$ cat config.mk
export PLATFORM = sky130hd
export DESIGN_NAME = hilo_muldiv_ctrl
export DESIGN_NICKNAME = d
export VERILOG_FILES = /design/src/rtl/hilo_muldiv_ctrl.sv
export SDC_FILE = /design/constraint.sdc
export NUM_CORES = 2
export LEC_CHECK = 0
export ABC_AREA = 1
export CAP_MARGIN = 20
export CORE_MARGIN = 3
export CORE_UTILIZATION = 51
export DETAILED_ROUTE_END_ITERATION = 10
export PLACE_DENSITY = 0.7
export SLEW_MARGIN = 20
export SYNTH_ARGS = -nofsm -noshare
export SYNTH_HDL_FRONTEND = slang
export SYNTH_SLANG_ARGS = --single-unit
$ cat constraint.sdc
create_clock -name clk -period 10.61 [get_ports clk]
set_clock_uncertainty 0.15 [all_clocks]
set_input_delay 2.6525 -clock clk [delete_from_list [all_inputs] [get_ports clk]]
set_output_delay 2.6525 -clock clk [all_outputs]
set_load 0.005 [all_outputs]
$ cat src/rtl/hilo_muldiv_ctrl.sv
// hilo_muldiv_ctrl
//   Sequencer that owns every write into the HI/LO register pair.
//   MULT/MULTU: fixed-latency multiply (write at acceptance + MUL_CYCLES).
//   DIV/DIVU  : 32-step restoring divide (write at acceptance + 33).
//   MTHI/MTLO : zero-latency pass-through write while idle.
// Ports:
//   clk, rst        clock, synchronous active-high reset
//   op_valid, op    issued op (000 MULT, 001 MULTU, 010 DIV, 011 DIVU,
//                   100 MTHI, 101 MTLO, 11x no-op)
//   src_a, src_b    rs / rt operands
//   cancel          flush; aborts in-flight op, blocks acceptance
//   busy            unit occupied (state != IDLE)
//   we_hi/we_lo     HI/LO write enables
//   wd_hi/wd_lo     HI/LO write data (0 when the matching enable is low)
module hilo_muldiv_ctrl #(
    parameter int MUL_CYCLES = 2
) (
    input  logic        clk,
    input  logic        rst,
    input  logic        op_valid,
    input  logic [2:0]  op,
    input  logic [31:0] src_a,
    input  logic [31:0] src_b,
    input  logic        cancel,
    output logic        busy,
    output logic        we_hi,
    output logic        we_lo,
    output logic [31:0] wd_hi,
    output logic [31:0] wd_lo
);
    typedef enum logic [1:0] {IDLE, MUL, DIV, WB} state_t;

    // Last counter value spent in MUL before moving to WB.
    localparam logic [5:0] MUL_LAST = 6'((MUL_CYCLES >= 2) ? MUL_CYCLES - 2 : 0);

    state_t      state;
    logic [5:0]  cnt;
    logic [31:0] hi_res;   // product high half, or partial remainder
    logic [31:0] lo_res;   // product low half, or dividend/quotient shifter
    logic [31:0] dvs;      // |divisor|
    logic [31:0] a_raw;    // dividend as issued, returned in HI on divide-by-zero
    logic        is_div, neg_q, neg_r, dz;

    logic        accept, sgn;
    logic [63:0] ext_a, ext_b, product;
    logic [31:0] abs_a, abs_b;
    logic [32:0] shifted, diff;
    logic [31:0] q_fix, r_fix, wb_hi, wb_lo;
    logic        mt_ok;

    assign accept = (state == IDLE) && op_valid && !cancel && !rst;
    assign sgn    = ~op[0];

    // Sign- or zero-extend to 64 bits; the truncated 64x64 product is then
    // correct for both signed and unsigned multiplies.
    assign ext_a   = {{32{sgn & src_a[31]}}, src_a};
    assign ext_b   = {{32{sgn & src_b[31]}}, src_b};
    assign product = ext_a * ext_b;

    assign abs_a = (sgn && src_a[31]) ? -src_a : src_a;
    assign abs_b = (sgn && src_b[31]) ? -src_b : src_b;

    // One restoring step: shift the next dividend bit into the remainder and
    // subtract; a borrow (diff[32]) means restore and shift in a 0.
    assign shifted = {hi_res, lo_res[31]};
    assign diff    = shifted - {1'b0, dvs};

    assign q_fix = neg_q ? -lo_res : lo_res;
    assign r_fix = neg_r ? -hi_res : hi_res;
    assign wb_hi = is_div ? (dz ? a_raw : r_fix) : hi_res;
    assign wb_lo = is_div ? (dz ? 32'hFFFF_FFFF : q_fix) : lo_res;

    assign busy  = (state != IDLE);
    assign mt_ok = (state == IDLE) && op_valid && !cancel && !rst && (op[2:1] == 2'b10);
    assign we_hi = ((state == WB) && !cancel && !rst) || (mt_ok && !op[0]);
    assign we_lo = ((state == WB) && !cancel && !rst) || (mt_ok &&  op[0]);
    assign wd_hi = !we_hi ? 32'd0 : ((state == WB) ? wb_hi : src_a);
    assign wd_lo = !we_lo ? 32'd0 : ((state == WB) ? wb_lo : src_a);

    always_ff @(posedge clk) begin
        if (rst) begin
            state  <= IDLE;
            cnt    <= 6'd0;
            hi_res <= 32'd0;
            lo_res <= 32'd0;
            dvs    <= 32'd0;
            a_raw  <= 32'd0;
            is_div <= 1'b0;
            neg_q  <= 1'b0;
            neg_r  <= 1'b0;
            dz     <= 1'b0;
        end else begin
            case (state)
                IDLE: begin
                    if (accept && !op[2]) begin
                        cnt <= 6'd0;
                        if (op[1]) begin
                            hi_res <= 32'd0;
                            lo_res <= abs_a;
                            dvs    <= abs_b;
                            a_raw  <= src_a;
                            neg_q  <= sgn & (src_a[31] ^ src_b[31]);
                            neg_r  <= sgn & src_a[31];
                            dz     <= (src_b == 32'd0);
                            is_div <= 1'b1;
                            state  <= DIV;
                        end else begin
                            // Product is latched at acceptance; MUL only
                            // models the fixed latency.
                            {hi_res, lo_res} <= product;
                            is_div <= 1'b0;
                            state  <= (MUL_CYCLES <= 1) ? WB : MUL;
                        end
                    end
                end
                MUL: begin
                    if (cancel)
                        state <= IDLE;
                    else if (cnt == MUL_LAST)
                        state <= WB;
                    else
                        cnt <= cnt + 6'd1;
                end
                DIV: begin
                    if (cancel) begin
                        state <= IDLE;
                    end else begin
                        hi_res <= diff[32] ? shifted[31:0] : diff[31:0];
                        lo_res <= {lo_res[30:0], ~diff[32]};
                        cnt    <= cnt + 6'd1;
                        if (cnt == 6'd31)
                            state <= WB;
                    end
                end
                WB:      state <= IDLE;
                default: state <= IDLE;
            endcase
        end
    end
endmodule
zoom.png
Scale bar: 20 µm. Region (58, 58) to (108, 108) µm. Cells in grey, sequential cells in the stronger grey; small squares are vias.
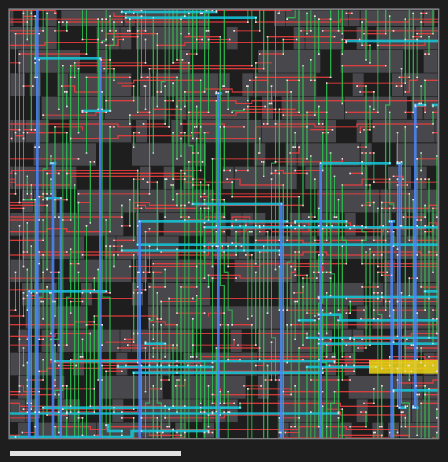
colour	layer
yellow	met5
blue	met4
red	met1
cyan	met3
green	met2
most frequent	fa_1 (68), inv_1 (63), nand2_1 (45)
sequential cells in the window	0
cells with their middle in the window	188

==> reports/metrics.yaml <==
run_status:
  status: "finished clean"
global_routing:
  grtUsageMet1_pct: 51.0
  grt_pass1_wl_um: 306000
  met3_usage_pct: 6.07
  grt_use_met2_pct: 59.3
  antenna_found_initial: 8
  overflow: 0
  grt_max_degree: 87
final_layout:
  logic_area_um2: 42000
  syn2layout_area_growth_pct: 7.95
  fin_util_pct: 55.8
  instances_no_fill: 9057
  final_cell_area_um2: 58100
  drive_above_1_share_pct: 5.68
  register_area_um2: 2800
  n_fill_cell: 10123
synth:
  synth-xor-area-share_pct: 1.07
  ys_types: 56
  synth-compound-area-share_pct: 7.14
  logic_family: "adder cells"
  yosysTopAreaCell: "fa_1"
  top_cell: "nand2_1"
  ys_seq_share_pct: 5.21
  ys_cells: 7596
  synth_chip_area_um2: 53800
  syn_avg_cell_area_um2: 7.08
  ys_top_cells_by_count: "2060 x nand2_1, 1997 x inv_1, 1126 x fa_1"
  synthMuxAreaShare_pct: 0
  synth-seq-cells: 140
  ys_warn_count: 0
  syn_nets: 9048
  yosys-top-cells-area: "fa_1 42%, nand2_1 14%, inv_1 14%"
  ff_type: "dfxtp_1"
  top_cell_area_share_pct: 41.9
  edf_count: 0
  ys_sh_simple_pct: 21.9
  syn_inst: 7596
worst_hold_path:
  hold_class: "register to register"
  min_to: "dvs[31]"
  hp-start: "dvs[31]"
routing:
  wl_met1_um: 79800
  drtIter0Drc: 5112
  wl_per_cell_um: 22.0
  routed.top_layer: "met5"
  route.detailed.drc: 0
  wl_met3_um: 19400
  antenna_left: 0
  wl_met2_um: 90400
  via_per_inst: 5.49
  drtPass1Iterations: 6
setup_path:
  rrSetupSlack_ns: 6.77
  cp.required_ns: 10.84
  reg2reg_from: "lo_res[31]"
  critPathCaptureType: "register"
  cp-start-kind: "input pin"
  path_max_fanout: 34
  arrival_ns: 10.61
  reg2reg_to: "hi_res[28]"
  crit_type: "input pin to register"
  slowest_delay_ns: 0.63
place:
  port_buffers: 137
  placed_cells: 9018
  place_area_um2: 57500
  dp_hpwl_um: 167000
  routabilityCongestion: 1.04
final_timing:
  fmax_mhz: 96.3
  layout_setup_ws_ns: 0.226
  rsz0062_at_grt: "false"
  hold_slack_ns: 0.323
  worst_slew_pin_slew_ns: 1.13
  setup-tns-final_ns: 0
  finalMaxSlewViolations: 0
  timing.final.crit_share_pct: 97.9
  max_slew_margin_pct: 24.7
  final-setup-viol-count: 0
  hold_viol_final: 0
cts:
  cts_setup_buffers: 0
  clock_path_buffers: 2
  cts_hold_buf: 0
  cts_tree: "built"
  htree_levels: 4
  cts.root.buffer_cell: "clkbuf_16"
  cts_resized: 0
  clock_sinks: 140
  numCtsBuffers: 17
  clk_pin_slew_ns: 0.07
  clk_latency_ns: 0.48
floorplan:
  ios: 138
  initCoreUtil_pct: 51.7
  rows: 118
  coreArea_um2: 104000
  die_h_um: 331
  fp.dieW_um: 331
  dieArea_um2: 109000
job:
  warnings: 30
  max_cap_violations: 0
wire_density.png
Scale bar: 100 µm. 33 x 33 tiles, from black (low) to pale yellow (high), scaled to the fullest tile. Values are wire area over tile area, all layers added.
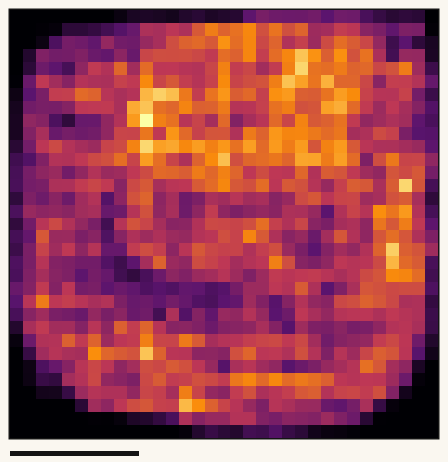
fullest tile	0.73
densest ninth of the die	top centre
tiles over half the peak	37%
vias after detailed routing: 49748
WL final: 199000 µm
Overall Global Routing Usage: 37.3%

area by class of cell:
type / instances / share of cell area (%)
clock buffer: 18 / 0.756
clock inverter: 14 / 0.252
antenna: 7 / 0.0302
timing repair buffer: 411 / 5.86
multi-input combinational: 5065 / 72.2
inverter: 2022 / 13.1
tap: 1380 / 2.97
sequential: 140 / 4.83
critical path, delay by kind of cell:
family                     cells  cell delay [ns]
adders and majority gates      9             4.42
buffers and inverters         10             1.73
and+or+nand+nor               10             1.35
AOI/OAI and AO/OA              1             0.44
flip-flops by register name (all words and copies together) (netlist names):
| name | cells |
|---|---|
| lo_res | 32 |
| state | 2 |
| neg_q | 1 |
| cnt | 6 |
| dvs | 32 |
| neg_r | 1 |
| is_div | 1 |
| a_raw | 32 |
| hi_res | 32 |
| dz | 1 |
cells by family after synthesis:
family          Yosys count
compound gates          713
buf+inv                2391
simple gates           2905
fa+ha+maj              1381
flops                   140
xor+xnor                 66
how the worst max path moves through the flow:
stage	from	to	slack [ns]	cells after the start
global route	src_b[5]	hi_res[29]	0.04	30
CTS	src_b[3]	hi_res[29]	0.40	30
floorplan	op[0]	hi_res[30]	0.54	29
detailed placement	src_b[4]	hi_res[29]	-0.08	30
global placement	src_b[3]	lo_res[31]	-0.09	28
finish	src_b[5]	hi_res[29]	0.23	30
cell usage in the layout (no fill, tap or decap), types with 17 or more instances in the layout:
cell / count
nand4_1: 50
a21oi_1: 358
nor3_1: 54
nand2_1: 2060
nor2_1: 370
clkbuf_16: 17
nand3_1: 282
ha_1: 254
buf_12: 17
inv_2: 20
o21ai_1: 24
dfxtp_1: 140
buf_4: 255
buf_2: 49
xor2_1: 42
clkdlybuf4s50_1: 88
o211ai_1: 30
fa_1: 1125
o21ai_0: 230
inv_1: 1996
xnor2_1: 24
